Figure 1. Routed clock nets over the placement.
Scale: 2 px per um.
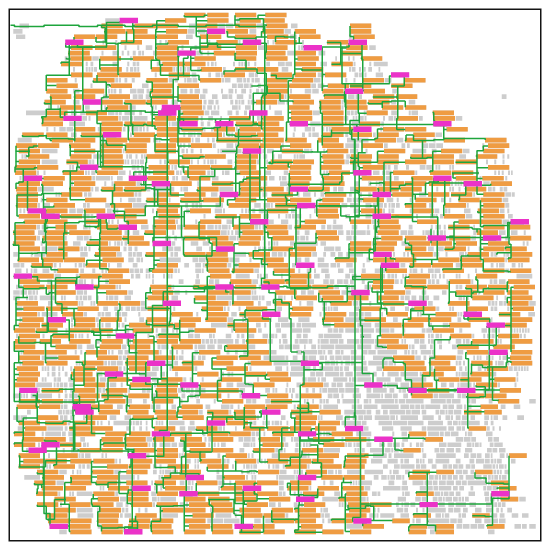
Figure 2. Floorplan with the power grid.
Scale: 1.5 px per um. Pins as bars on the die edge.
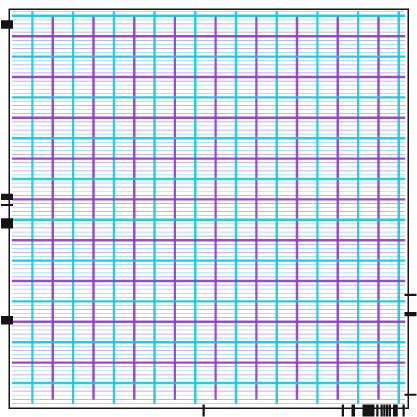
Figure 3. Placed cells, one colour a class.
Scale: 2 px per um. Fill, decap, tap and diode cells in grey.
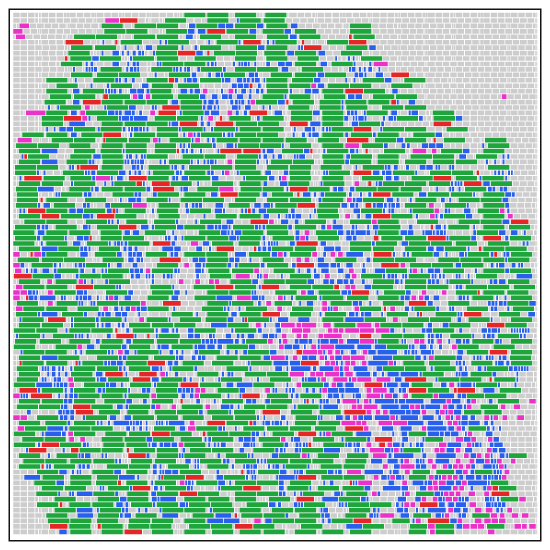
Figure 4. Sequential cells coloured by netlist name.
Scale: 2 px per um.
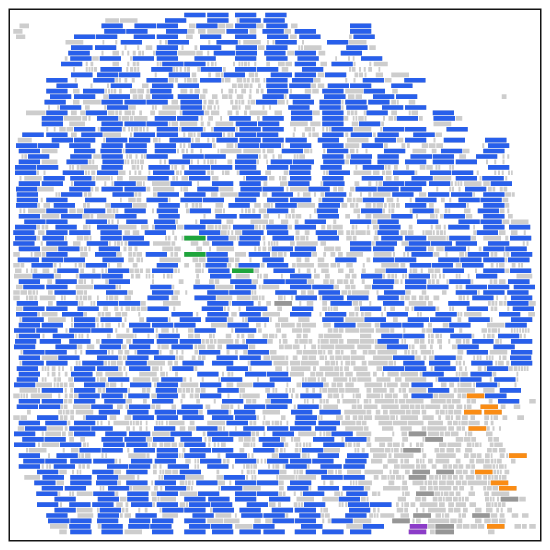
Figure 5. Routing congestion.
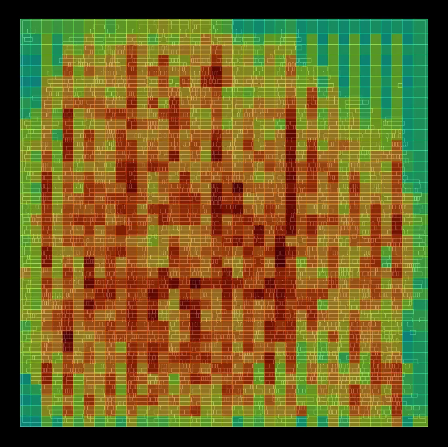
$ cat src/rtl/vga_pkg.sv
// vga_pkg: raster timing constants, tile-map geometry and block ids shared
// between the scan generator and the display controller.
package vga_pkg;

  localparam int H_TOTAL     = 800;
  localparam int V_TOTAL     = 525;
  localparam int H_SYNC      = 96;
  localparam int V_SYNC      = 2;
  localparam int H_ACT_START = 144;
  localparam int V_ACT_START = 35;
  localparam int H_ACTIVE    = 640;
  localparam int V_ACTIVE    = 480;
  localparam int TICK_DIV    = 4;

  localparam int TILE_SIZE   = 32;
  localparam int TILE_SHIFT  = 5;
  localparam int MAP_COLS    = 20;
  localparam int MAP_ROWS    = 15;
  localparam int MAP_DEPTH   = MAP_COLS * MAP_ROWS;

  typedef enum logic [2:0] {
    EMPTY      = 3'd0,
    FOREGROUND = 3'd1,
    HALF_SLAB  = 3'd2
  } block_e;

  // Linear tile index for a (row, col) pair: row*20 + col.
  function automatic logic [8:0] tile_addr(input logic [3:0] row, input logic [4:0] col);
    return 9'(row) * 9'(MAP_COLS) + 9'(col);
  endfunction

endpackage

$ cat src/rtl/vga_scan_generator_if.sv
// vga_scan_generator_if: pixel-side interface between the scan generator
// (master) and the display controller (slave).
interface vga_scan_generator_if;
  logic       hSync;
  logic       vSync;
  logic       bright;
  logic       frameStart;
  logic [9:0] hCount;
  logic [9:0] vCount;
  logic [2:0] blockType;

  modport master (output hSync, vSync, bright, frameStart, hCount, vCount, blockType);
  modport slave  (input  hSync, vSync, bright, frameStart, hCount, vCount, blockType);
endinterface

$ cat src/rtl/vga_scan_generator_tile_map_ram.sv
// tile_map_ram: 300x3 level tile map, one write port and one enabled read
// port. Reads return the value held before a same-edge write (read-first).
module tile_map_ram
  import vga_pkg::*;
(
  input  logic       clk,
  input  logic       wr_en_i,
  input  logic [8:0] wr_addr_i,
  input  logic [2:0] wr_data_i,
  input  logic       rd_en_i,
  input  logic [8:0] rd_addr_i,
  output logic [2:0] rd_data_o
);

  logic [2:0] mem_q [0:MAP_DEPTH-1];
  logic [2:0] rd_data_q;

  // Tile write; indices past the end of the map are dropped
  always_ff @(posedge clk) begin
    if (wr_en_i && (wr_addr_i < 9'(MAP_DEPTH))) begin
      mem_q[wr_addr_i] <= wr_data_i;
    end
  end

  // Registered read; non-blocking update gives read-first on collisions
  always_ff @(posedge clk) begin
    if (rd_en_i) begin
      rd_data_q <= mem_q[rd_addr_i];
    end
  end

  assign rd_data_o = rd_data_q;

endmodule

$ cat src/rtl/vga_scan_generator.sv
// vga_scan_generator: pixel tick, h/v scan counters, sync/active flags,
// frame strobe and tile-map lookup, all updated on the same clk edge.
module vga_scan_generator #(
  parameter int H_TOTAL     = vga_pkg::H_TOTAL,
  parameter int V_TOTAL     = vga_pkg::V_TOTAL,
  parameter int H_SYNC      = vga_pkg::H_SYNC,
  parameter int V_SYNC      = vga_pkg::V_SYNC,
  parameter int H_ACT_START = vga_pkg::H_ACT_START,
  parameter int V_ACT_START = vga_pkg::V_ACT_START,
  parameter int H_ACTIVE    = vga_pkg::H_ACTIVE,
  parameter int V_ACTIVE    = vga_pkg::V_ACTIVE,
  parameter int TICK_DIV    = vga_pkg::TICK_DIV
) (
  input  logic                        clk,
  input  logic                        rst_n,
  input  logic                        wrEn,
  input  logic [8:0]                  wrAddr,
  input  logic [2:0]                  wrData,
  vga_scan_generator_if.master        pix
);
  import vga_pkg::*;

  logic [1:0] div_q, div_d;
  logic       tick_s;
  logic [9:0] h_q, h_d;
  logic [9:0] v_q, v_d;
  logic       hs_q, hs_d;
  logic       vs_q, vs_d;
  logic       br_q, br_d;
  logic       fs_q, fs_d;
  logic [4:0] col_s;
  logic [3:0] row_s;
  logic [8:0] rd_addr_s;
  logic [2:0] rd_data_s;

  assign tick_s = (div_q == 2'(TICK_DIV - 1));

  // Next-state scan position and everything derived from it
  always_comb begin
    div_d = div_q + 2'd1;
    h_d   = h_q;
    v_d   = v_q;
    fs_d  = 1'b0;
    if (tick_s) begin
      div_d = 2'd0;
      if (h_q == 10'(H_TOTAL - 1)) begin
        h_d = 10'd0;
        if (v_q == 10'(V_TOTAL - 1)) begin
          v_d  = 10'd0;
          fs_d = 1'b1;
        end else begin
          v_d = v_q + 10'd1;
        end
      end else begin
        h_d = h_q + 10'd1;
      end
    end else begin
      div_d = div_q + 2'd1;
    end

    hs_d = (h_d >= 10'(H_SYNC));
    vs_d = (v_d >= 10'(V_SYNC));
    br_d = (h_d >= 10'(H_ACT_START)) && (h_d < 10'(H_ACT_START + H_ACTIVE)) &&
           (v_d >= 10'(V_ACT_START)) && (v_d < 10'(V_ACT_START + V_ACTIVE));

    col_s = 5'((h_d - 10'(H_ACT_START)) >> TILE_SHIFT);
    row_s = 4'((v_d - 10'(V_ACT_START)) >> TILE_SHIFT);
    // Outside the window the column/row arithmetic underflows; park on tile 0
    if (br_d) begin
      rd_addr_s = tile_addr(row_s, col_s);
    end else begin
      rd_addr_s = 9'd0;
    end
  end

  // Scan state registers; reset restarts at (0,0) with no frame strobe
  always_ff @(posedge clk or negedge rst_n) begin
    if (!rst_n) begin
      div_q <= 2'd0;
      h_q   <= 10'd0;
      v_q   <= 10'd0;
      hs_q  <= 1'b0;
      vs_q  <= 1'b0;
      br_q  <= 1'b0;
      fs_q  <= 1'b0;
    end else begin
      div_q <= div_d;
      h_q   <= h_d;
      v_q   <= v_d;
      hs_q  <= hs_d;
      vs_q  <= vs_d;
      br_q  <= br_d;
      fs_q  <= fs_d;
    end
  end

  // Read on the tick so the tile id lands on the same edge as the counts
  tile_map_ram u_tile_map_ram (
    .clk       (clk),
    .wr_en_i   (wrEn),
    .wr_addr_i (wrAddr),
    .wr_data_i (wrData),
    .rd_en_i   (tick_s),
    .rd_addr_i (rd_addr_s),
    .rd_data_o (rd_data_s)
  );

  assign pix.hCount     = h_q;
  assign pix.vCount     = v_q;
  assign pix.hSync      = hs_q;
  assign pix.vSync      = vs_q;
  assign pix.bright     = br_q;
  assign pix.frameStart = fs_q;
  // RAM output is not reset, so gate it with the registered active flag
  assign pix.blockType  = br_q ? rd_data_s : EMPTY;

endmodule

$ cat src/flat_wrapper.sv
// flat-port wrapper written by rule: the top's interface ports become plain ports
module vga_scan_generator_flat import vga_pkg::*;
#(
  parameter int H_TOTAL     = vga_pkg::H_TOTAL,
  parameter int V_TOTAL     = vga_pkg::V_TOTAL,
  parameter int H_SYNC      = vga_pkg::H_SYNC,
  parameter int V_SYNC      = vga_pkg::V_SYNC,
  parameter int H_ACT_START = vga_pkg::H_ACT_START,
  parameter int V_ACT_START = vga_pkg::V_ACT_START,
  parameter int H_ACTIVE    = vga_pkg::H_ACTIVE,
  parameter int V_ACTIVE    = vga_pkg::V_ACTIVE,
  parameter int TICK_DIV    = vga_pkg::TICK_DIV
)
  (clk, rst_n, wrEn, wrAddr, wrData, pix_hSync, pix_vSync, pix_bright, pix_frameStart, pix_hCount, pix_vCount, pix_blockType);
  vga_scan_generator_if pix_i ();
  input  logic clk;
  input  logic rst_n;
  input  logic wrEn;
  input  logic [8:0] wrAddr;
  input  logic [2:0] wrData;
  output wire logic [$bits(pix_i.hSync)-1:0] pix_hSync;
  output wire logic [$bits(pix_i.vSync)-1:0] pix_vSync;
  output wire logic [$bits(pix_i.bright)-1:0] pix_bright;
  output wire logic [$bits(pix_i.frameStart)-1:0] pix_frameStart;
  output wire logic [$bits(pix_i.hCount)-1:0] pix_hCount;
  output wire logic [$bits(pix_i.vCount)-1:0] pix_vCount;
  output wire logic [$bits(pix_i.blockType)-1:0] pix_blockType;
  assign pix_hSync = pix_i.hSync;
  assign pix_vSync = pix_i.vSync;
  assign pix_bright = pix_i.bright;
  assign pix_frameStart = pix_i.frameStart;
  assign pix_hCount = pix_i.hCount;
  assign pix_vCount = pix_i.vCount;
  assign pix_blockType = pix_i.blockType;
  vga_scan_generator #(.H_TOTAL(H_TOTAL), .V_TOTAL(V_TOTAL), .H_SYNC(H_SYNC), .V_SYNC(V_SYNC), .H_ACT_START(H_ACT_START), .V_ACT_START(V_ACT_START), .H_ACTIVE(H_ACTIVE), .V_ACTIVE(V_ACTIVE), .TICK_DIV(TICK_DIV)) u_core (.clk(clk), .rst_n(rst_n), .wrEn(wrEn), .wrAddr(wrAddr), .wrData(wrData), .pix(pix_i));
endmodule
$ cat config.mk
export PLATFORM = sky130hd
export DESIGN_NAME = vga_scan_generator_flat
export DESIGN_NICKNAME = d
export VERILOG_FILES = /design/src/rtl/vga_pkg.sv /design/src/rtl/vga_scan_generator_if.sv /design/src/rtl/vga_scan_generator_tile_map_ram.sv /design/src/rtl/vga_scan_generator.sv /design/src/flat_wrapper.sv
export SDC_FILE = /design/constraint.sdc
export NUM_CORES = 1
export LEC_CHECK = 0
export CORE_UTILIZATION = 57
export DETAILED_ROUTE_END_ITERATION = 16
export PLACE_DENSITY = 0.72
export SLEW_MARGIN = 20
export SYNTH_ARGS = -nofsm -noshare
export SYNTH_HDL_FRONTEND = slang
export SYNTH_SLANG_ARGS = --single-unit
$ cat constraint.sdc
create_clock -name clk -period 5.05 [get_ports clk]
set_clock_uncertainty 0.05 [all_clocks]
set_input_delay 1.01 -clock clk [delete_from_list [all_inputs] [get_ports clk]]
set_output_delay 1.01 -clock clk [all_outputs]
set_load 0.02 [all_outputs]
==> PnR_summary.wiki <==
== Implementation results ==
{| class="wikitable"
! Metric !! Value
|-
| Status || finished, final reports clean
|-
| Switching fraction of total power || 0.206
|-
| Maximum clock frequency || ~200 MHz
|-
| Relative slew slack || 0.250
|-
| Simple-gate share of the synthesized area || 0.104
|-
| Via count of the first global-routing pass || approximately 27000
|-
| Startpoint of the lowest-slack register-to-register path || u_core.div_q[0]
|-
| Number of antenna violations at the first check in global routing || 1
|-
| Fraction of synthesized cell area in xor and xnor cells || 0.00590
|-
| Yosys synthesis chip area || 39400 um^2
|-
| Kind of capture point of the worst setup path || register
|-
| Met3 demand-to-capacity share in global routing || 0.0802
|-
| Top cells by area in the synthesized netlist || sky130_fd_sc_hd__edfxtp_1, sky130_fd_sc_hd__nor2_1, sky130_fd_sc_hd__mux2i_1
|-
| Maximum fanout encountered on the critical timing path || 7
|-
| Clock-pin transition on the worst setup and hold timing paths || roughly 0.06 ns
|-
| Clk pwr share || 0.435
|-
| Share of post-route cells with drive strength above 1 || 0.194
|-
| DR pass1 iterations || 6
|-
| Post-CTS repair timing setup buffer count || 9
|-
| Clock tree from TritonCTS || done
|-
| Count of buffers from port buffering || between 40 and 50
|-
| Most common logic cell in the routed design || sky130_fd_sc_hd__edfxtp_1
|-
| Number of cells on the worst hold path || 1
|-
| Slew at the pin closest to its max-slew limit || 1.12 ns
|-
| Half-perimeter wire length of the detailed placement result || about 73000 um
|-
| Placed cell count || 3860
|-
| Capture endpoint of the worst hold path || u_core.div_q[1]
|-
| Cell count in the Yosys report || between 2000 and 3000
|-
| Critical Path Source || u_core.div_q[0]
|-
| Syn. warnings || 0
|-
| Number of endpoints failing setup at the final stage || 0
|-
| Post-layout worst setup margin || ~0.010 ns
|-
| Global routing usage summed across all routing layers || 0.337
|-
| Internal reg-to-reg setup slack || between 0.01 and 0.015 ns
|-
| Pre-CTS setup slack || -0.539 ns
|-
| Count of distinct cell types in the synthesized netlist || around 96
|-
| Wire length on met2 || ~54000 um
|-
| Number of flip-flops in the largest register || approximately 900
|-
| Number of remaining DRC errors || 0
|}
Notes on Figure 1 above:
Magenta shows clock-net drivers, count 92. Orange shows flip-flops, count 929. Green shows clock wires, length 10200 um.
Position of the flops: all over the die.

Notes on Figure 2 above:
Purple shows VDD. Cyan shows VSS.
19 straps on met5. 97 met1 rails follow the rows. 19 straps on met4. 42 signal pins sit on the boundary.
die outline height: 265 um
width of the die: 265 um
Max IR drop VDD: 391 uV
area of the core region: 68500 um^2

Notes on Figure 3 above:
Magenta shows remaining buffers and delay cells, cells 332. Green shows registers, cells 929. Blue shows remaining logic cells, cells 1751. Red shows clock drivers and dummy loads, cells 166.
number of cell rows: 96
summed area of non-filler cells in the final layout: 46500 um^2
share of the final layout cell area in sequential cells: 0.598

Notes on Figure 4 above:
Purple shows u_core.div_q, flops 2. Orange shows u_core.pix.vCount, flops 10, where lower right. Green shows u_core.u_tile_map_ram.rd_data_o, flops 3. Blue shows u_core.u_tile_map_ram.mem_q, flops 900, where all over the die.

Notes on Figure 5 above:
met2 Usage GRT: 0.520
met1 Use GR: 0.460
fin util: 0.679
layer with the highest usage: met2

==> layout make-up <==
| type | instances | area [um^2] |
|---|---|---|
| well taps | 882 | 1100 |
| flip-flops and latches | 929 | 27800 |
| diodes | 2 | 5.00 |
| clock inverters | 58 | 539 |
| inverters | 22 | 85.1 |
| multi-input cells | 1729 | 11400 |
| clock buffers | 108 | 2380 |
| fillers | 4670 | 22000 |
| repair buffers | 332 | 3180 |
==> power groups by stage <==
stage | Clock (mW) | Combinational [mW] | Sequential (mW)
2_1_floorplan | 0 | 0.0380 | 8.63
3_3_place_gp | 0 | 0.230 | 8.63
3_5_place_dp | 0 | 0.237 | 8.63
4_1_cts | 6.73 | 0.237 | 8.46
5_1_grt | 7.03 | 0.253 | 8.46
6_report | 6.71 | 0.246 | 8.46
Power is estimated from default activity; no workload was simulated.
